layer_met1.png
Bar = 50 µm. Supply wires on this layer in gray.
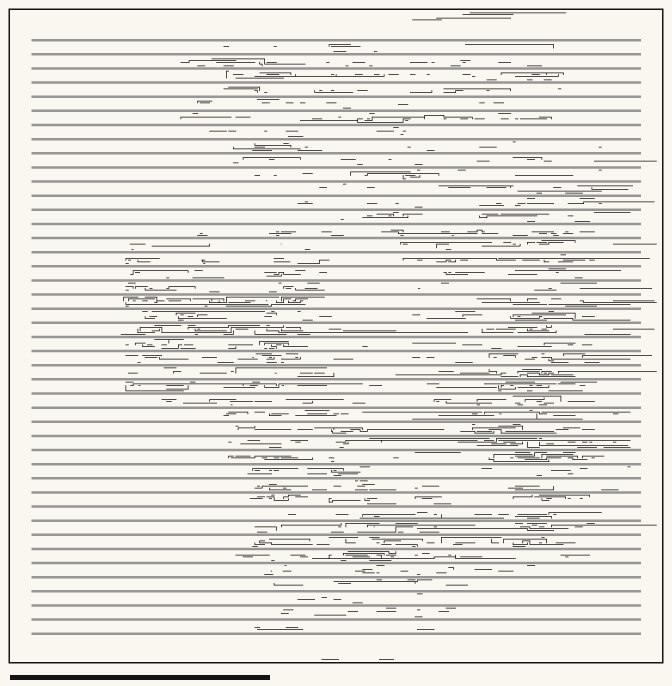
layer_met2.png
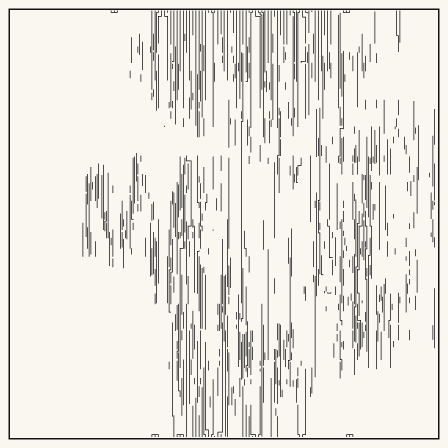
$ cat src/rtl/data_mem_arbiter_pkg.sv
// mem_arb_pkg: shared types and default widths for the data memory arbiter.
//   owner_t      - which port owns the RAM read data returning this cycle
//   lock_state_t - debug-port exclusive-ownership state
package mem_arb_pkg;

  localparam int DATA_MEM_ADDR_W = 16;
  localparam int DATA_MEM_DATA_W = 18;

  typedef enum logic [1:0] {OWNER_NONE, OWNER_CPU, OWNER_DBG} owner_t;
  typedef enum logic {LOCK_UNLOCKED, LOCK_LOCKED} lock_state_t;

endpackage

$ cat src/rtl/data_mem_arbiter_if.sv
// data_mem_arbiter_if: one requester's access port into the data memory.
//   req/we/addr/wdata - access request, held by the requester until gnt
//   gnt               - access presented to the RAM this cycle
//   rvalid/rdata      - read data, one cycle after a read gnt
// master = requester side, slave = arbiter side.
interface data_mem_arbiter_if
  import mem_arb_pkg::*;
#(
  parameter int ADDR_W = DATA_MEM_ADDR_W,
  parameter int DATA_W = DATA_MEM_DATA_W
) ();

  logic              req;
  logic              we;
  logic [ADDR_W-1:0] addr;
  logic [DATA_W-1:0] wdata;
  logic              gnt;
  logic              rvalid;
  logic [DATA_W-1:0] rdata;

  modport master (output req, we, addr, wdata, input gnt, rvalid, rdata);
  modport slave  (input req, we, addr, wdata, output gnt, rvalid, rdata);

endinterface

$ cat src/rtl/data_mem_arbiter_wait_counter.sv
// arb_wait_counter: saturating counter of cycles the debug port has lost.
//   clk_i, rst_i - clock, synchronous active-high reset
//   inc_i        - count one lost cycle (saturates at MAX)
//   clr_i        - clear (wins over inc_i)
//   at_max_o     - count has reached MAX
module arb_wait_counter #(
  parameter int MAX = 8,
  parameter int W   = 8
) (
  input  logic clk_i,
  input  logic rst_i,
  input  logic inc_i,
  input  logic clr_i,
  output logic at_max_o
);

  logic [W-1:0] cnt_q, cnt_d;

  always_comb begin
    cnt_d = cnt_q;
    if (clr_i)                          cnt_d = '0;
    else if (inc_i && cnt_q != W'(MAX)) cnt_d = cnt_q + 1'b1;
  end

  always_ff @(posedge clk_i) begin
    if (rst_i) cnt_q <= '0;
    else       cnt_q <= cnt_d;
  end

  assign at_max_o = (cnt_q == W'(MAX));

endmodule

$ cat src/rtl/data_mem_arbiter.sv
// data_mem_arbiter: shares the single-port data RAM between the CPU data
// port (fixed priority) and the UART debug port (starvation-protected, with
// an exclusive lock for multi-word transfers).
//   clk_50M, reset      - clock, synchronous active-high reset
//   cpu, dbg            - requester ports (slave side)
//   dbg_lock            - debug port asks for exclusive ownership
//   dbg_lock_ack        - exclusive ownership held (registered)
//   data_address/write/wren, data_read - RAM pins; read data lags by 1 cycle
module data_mem_arbiter
  import mem_arb_pkg::*;
#(
  parameter int ADDR_W   = DATA_MEM_ADDR_W,
  parameter int DATA_W   = DATA_MEM_DATA_W,
  parameter int MAX_WAIT = 8
) (
  input  logic              clk_50M,
  input  logic              reset,
  data_mem_arbiter_if.slave cpu,
  data_mem_arbiter_if.slave dbg,
  input  logic              dbg_lock,
  output logic              dbg_lock_ack,
  output logic [ADDR_W-1:0] data_address,
  input  logic [DATA_W-1:0] data_read,
  output logic [DATA_W-1:0] data_write,
  output logic              data_wren
);

  lock_state_t       lock_q, lock_d;
  owner_t            rd_owner_q, rd_owner_d;
  logic [ADDR_W-1:0] addr_q;
  logic              locked, wait_at_max;
  logic              cpu_win, dbg_win;

  assign locked = (lock_q == LOCK_LOCKED);

  // Winner selection. Lock or a starved debug request overrides CPU
  // priority; in lock with no debug request nobody is granted.
  always_comb begin
    cpu_win = 1'b0;
    dbg_win = 1'b0;
    if (!reset) begin
      if (locked || (dbg.req && wait_at_max)) dbg_win = dbg.req;
      else if (cpu.req)                       cpu_win = 1'b1;
      else                                    dbg_win = dbg.req;
    end
  end

  assign cpu.gnt = cpu_win;
  assign dbg.gnt = dbg_win;

  // RAM pin mux; the address is parked on the last granted access.
  always_comb begin
    data_address = addr_q;
    data_write   = cpu.wdata;
    data_wren    = 1'b0;
    if (dbg_win) begin
      data_address = dbg.addr;
      data_write   = dbg.wdata;
      data_wren    = dbg.we;
    end else if (cpu_win) begin
      data_address = cpu.addr;
      data_write   = cpu.wdata;
      data_wren    = cpu.we;
    end
  end

  always_comb begin
    rd_owner_d = OWNER_NONE;
    if (dbg_win && !dbg.we)      rd_owner_d = OWNER_DBG;
    else if (cpu_win && !cpu.we) rd_owner_d = OWNER_CPU;
  end

  // Lock FSM next state
  always_comb begin
    lock_d = lock_q;
    case (lock_q)
      LOCK_UNLOCKED: if (dbg_lock)  lock_d = LOCK_LOCKED;
      LOCK_LOCKED:   if (!dbg_lock) lock_d = LOCK_UNLOCKED;
      default:                      lock_d = LOCK_UNLOCKED;
    endcase
  end

  always_ff @(posedge clk_50M) begin
    if (reset) begin
      lock_q     <= LOCK_UNLOCKED;
      rd_owner_q <= OWNER_NONE;
      addr_q     <= '0;
    end else begin
      lock_q     <= lock_d;
      rd_owner_q <= rd_owner_d;
      addr_q     <= data_address;
    end
  end

  assign dbg_lock_ack = locked;

  // rvalid is gated by reset so a read granted just before reset is dropped.
  assign cpu.rvalid = !reset && (rd_owner_q == OWNER_CPU);
  assign dbg.rvalid = !reset && (rd_owner_q == OWNER_DBG);
  assign cpu.rdata  = data_read;
  assign dbg.rdata  = data_read;

  arb_wait_counter #(.MAX(MAX_WAIT), .W(8)) u_wait (
    .clk_i    (clk_50M),
    .rst_i    (reset),
    .inc_i    (dbg.req && !dbg_win),
    .clr_i    (dbg_win || !dbg.req),
    .at_max_o (wait_at_max)
  );

endmodule

$ cat src/flat_wrapper.sv
// flat-port wrapper written by rule: the top's interface ports become plain ports
module data_mem_arbiter_flat import mem_arb_pkg::*;
#(
  parameter int ADDR_W   = DATA_MEM_ADDR_W,
  parameter int DATA_W   = DATA_MEM_DATA_W,
  parameter int MAX_WAIT = 8
)
  (clk_50M, reset, dbg_lock, dbg_lock_ack, data_address, data_read, data_write, data_wren, cpu_req, cpu_we, cpu_addr, cpu_wdata, cpu_gnt, cpu_rvalid, cpu_rdata, dbg_req, dbg_we, dbg_addr, dbg_wdata, dbg_gnt, dbg_rvalid, dbg_rdata);
  data_mem_arbiter_if #(.ADDR_W(ADDR_W), .DATA_W(DATA_W)) cpu_i ();
  data_mem_arbiter_if #(.ADDR_W(ADDR_W), .DATA_W(DATA_W)) dbg_i ();
  input  logic clk_50M;
  input  logic reset;
  input  logic dbg_lock;
  output logic dbg_lock_ack;
  output logic [ADDR_W-1:0] data_address;
  input  logic [DATA_W-1:0] data_read;
  output logic [DATA_W-1:0] data_write;
  output logic data_wren;
  input wire logic [$bits(cpu_i.req)-1:0] cpu_req;
  input wire logic [$bits(cpu_i.we)-1:0] cpu_we;
  input wire logic [$bits(cpu_i.addr)-1:0] cpu_addr;
  input wire logic [$bits(cpu_i.wdata)-1:0] cpu_wdata;
  output wire logic [$bits(cpu_i.gnt)-1:0] cpu_gnt;
  output wire logic [$bits(cpu_i.rvalid)-1:0] cpu_rvalid;
  output wire logic [$bits(cpu_i.rdata)-1:0] cpu_rdata;
  input wire logic [$bits(dbg_i.req)-1:0] dbg_req;
  input wire logic [$bits(dbg_i.we)-1:0] dbg_we;
  input wire logic [$bits(dbg_i.addr)-1:0] dbg_addr;
  input wire logic [$bits(dbg_i.wdata)-1:0] dbg_wdata;
  output wire logic [$bits(dbg_i.gnt)-1:0] dbg_gnt;
  output wire logic [$bits(dbg_i.rvalid)-1:0] dbg_rvalid;
  output wire logic [$bits(dbg_i.rdata)-1:0] dbg_rdata;
  assign cpu_i.req = cpu_req;
  assign cpu_i.we = cpu_we;
  assign cpu_i.addr = cpu_addr;
  assign cpu_i.wdata = cpu_wdata;
  assign cpu_gnt = cpu_i.gnt;
  assign cpu_rvalid = cpu_i.rvalid;
  assign cpu_rdata = cpu_i.rdata;
  assign dbg_i.req = dbg_req;
  assign dbg_i.we = dbg_we;
  assign dbg_i.addr = dbg_addr;
  assign dbg_i.wdata = dbg_wdata;
  assign dbg_gnt = dbg_i.gnt;
  assign dbg_rvalid = dbg_i.rvalid;
  assign dbg_rdata = dbg_i.rdata;
  data_mem_arbiter #(.ADDR_W(ADDR_W), .DATA_W(DATA_W), .MAX_WAIT(MAX_WAIT)) u_core (.clk_50M(clk_50M), .reset(reset), .cpu(cpu_i), .dbg(dbg_i), .dbg_lock(dbg_lock), .dbg_lock_ack(dbg_lock_ack), .data_address(data_address), .data_read(data_read), .data_write(data_write), .data_wren(data_wren));
endmodule
$ cat config.mk
export PLATFORM = sky130hd
export DESIGN_NAME = data_mem_arbiter_flat
export DESIGN_NICKNAME = d
export VERILOG_FILES = /design/src/rtl/data_mem_arbiter_pkg.sv /design/src/rtl/data_mem_arbiter_if.sv /design/src/rtl/data_mem_arbiter_wait_counter.sv /design/src/rtl/data_mem_arbiter.sv /design/src/flat_wrapper.sv
export SDC_FILE = /design/constraint.sdc
export NUM_CORES = 1
export LEC_CHECK = 0
export ABC_AREA = 1
export CELL_PAD_IN_SITES_DETAIL_PLACEMENT = 1
export CELL_PAD_IN_SITES_GLOBAL_PLACEMENT = 2
export CORE_MARGIN = 4
export CORE_UTILIZATION = 15
export CTS_CLUSTER_DIAMETER = 30
export DETAILED_ROUTE_END_ITERATION = 16
export PLACE_DENSITY = 0.81
export SYNTH_ARGS = -nofsm -noshare
export SYNTH_HDL_FRONTEND = slang
export SYNTH_HIERARCHICAL = 1
export SYNTH_SLANG_ARGS = --single-unit
$ cat constraint.sdc
create_clock -name clk_50M -period 2.15 [get_ports clk_50M]
set_clock_uncertainty 0.1 [all_clocks]
set_input_delay 0.3225 -clock clk_50M [delete_from_list [all_inputs] [get_ports clk_50M]]
set_output_delay 0.3225 -clock clk_50M [all_outputs]
set_load 0.1 [all_outputs]
==> flow_summary.yaml <==
# implementation run metrics
yosys:
  syn_area_per_cell_um2: 6.26
  ys_seq_share: 0.261
  synth_cell_types: 26
  synth-warning-count: 6
  yosys_most_used_dff: "dfxtp_1"
  synth_adder_area_share: 0.0121
  synth_compound_gate_area_share: 0.0284
  yosys-top-cells-area: "dfxtp_1 26%, nand2_1 20%, buf_4 14%, nor2_1 5.8%, inv_1 5.4%"
  dominant_cell_type_by_area_after_synthesis: "dfxtp_1"
floorplanning:
  rows: 42
  die.size.x_um: 125
sta:
  setup-violations-final: 37
  setup_total_negative_slack_ns: -8.17
  finalWorstSetupSlack_ns: -0.300
power:
  seq-power_uw: 536
  switching_fraction_of_total_power: 0.429
  irDropWorstVdd_mv: 0.254
  power_share_of_the_combinational_group: 0.608
global_route:
  grt_max_degree: 22
  grt.met1_usage: 0.116
placement:
  placed_cell_area_um2: 4300
clocking:
  numClockSinks: 27
  cts_tree: "done"
  insertion_delay_at_the_late_pin_of_the_worst_skew_pair_ns: 0.26
layout:
  final-instance-count-excl-fill: 646
  final.signal_buffer_count: 183
  n_clock_buffer: 3
  design_area_um2: 4840
  logic_area_um2: 1630
  largest_reg_flops: 16
worst_setup_path:
  worstSetupStartpoint: "dbg_req"
  worst-r2r-setup-slack_ns: 0.12
status:
  violations: "negative setup slack"
  result_of_the_run: "complete, but fails checks"
min_path:
  worst_hold_stages: 3
## Picture notes: layer_met1.png
main direction: horizontal
longest straight run: 36.3 µm

## Picture notes: layer_met2.png
main direction: vertical
share of all routed wire: 57%
met2 layer usage reported by global route: 0.214
overall via count from detail_route: 2525
Post-Route WL: 9180 µm

Power figures rest on the tool's default switching activity, not on a simulated workload.
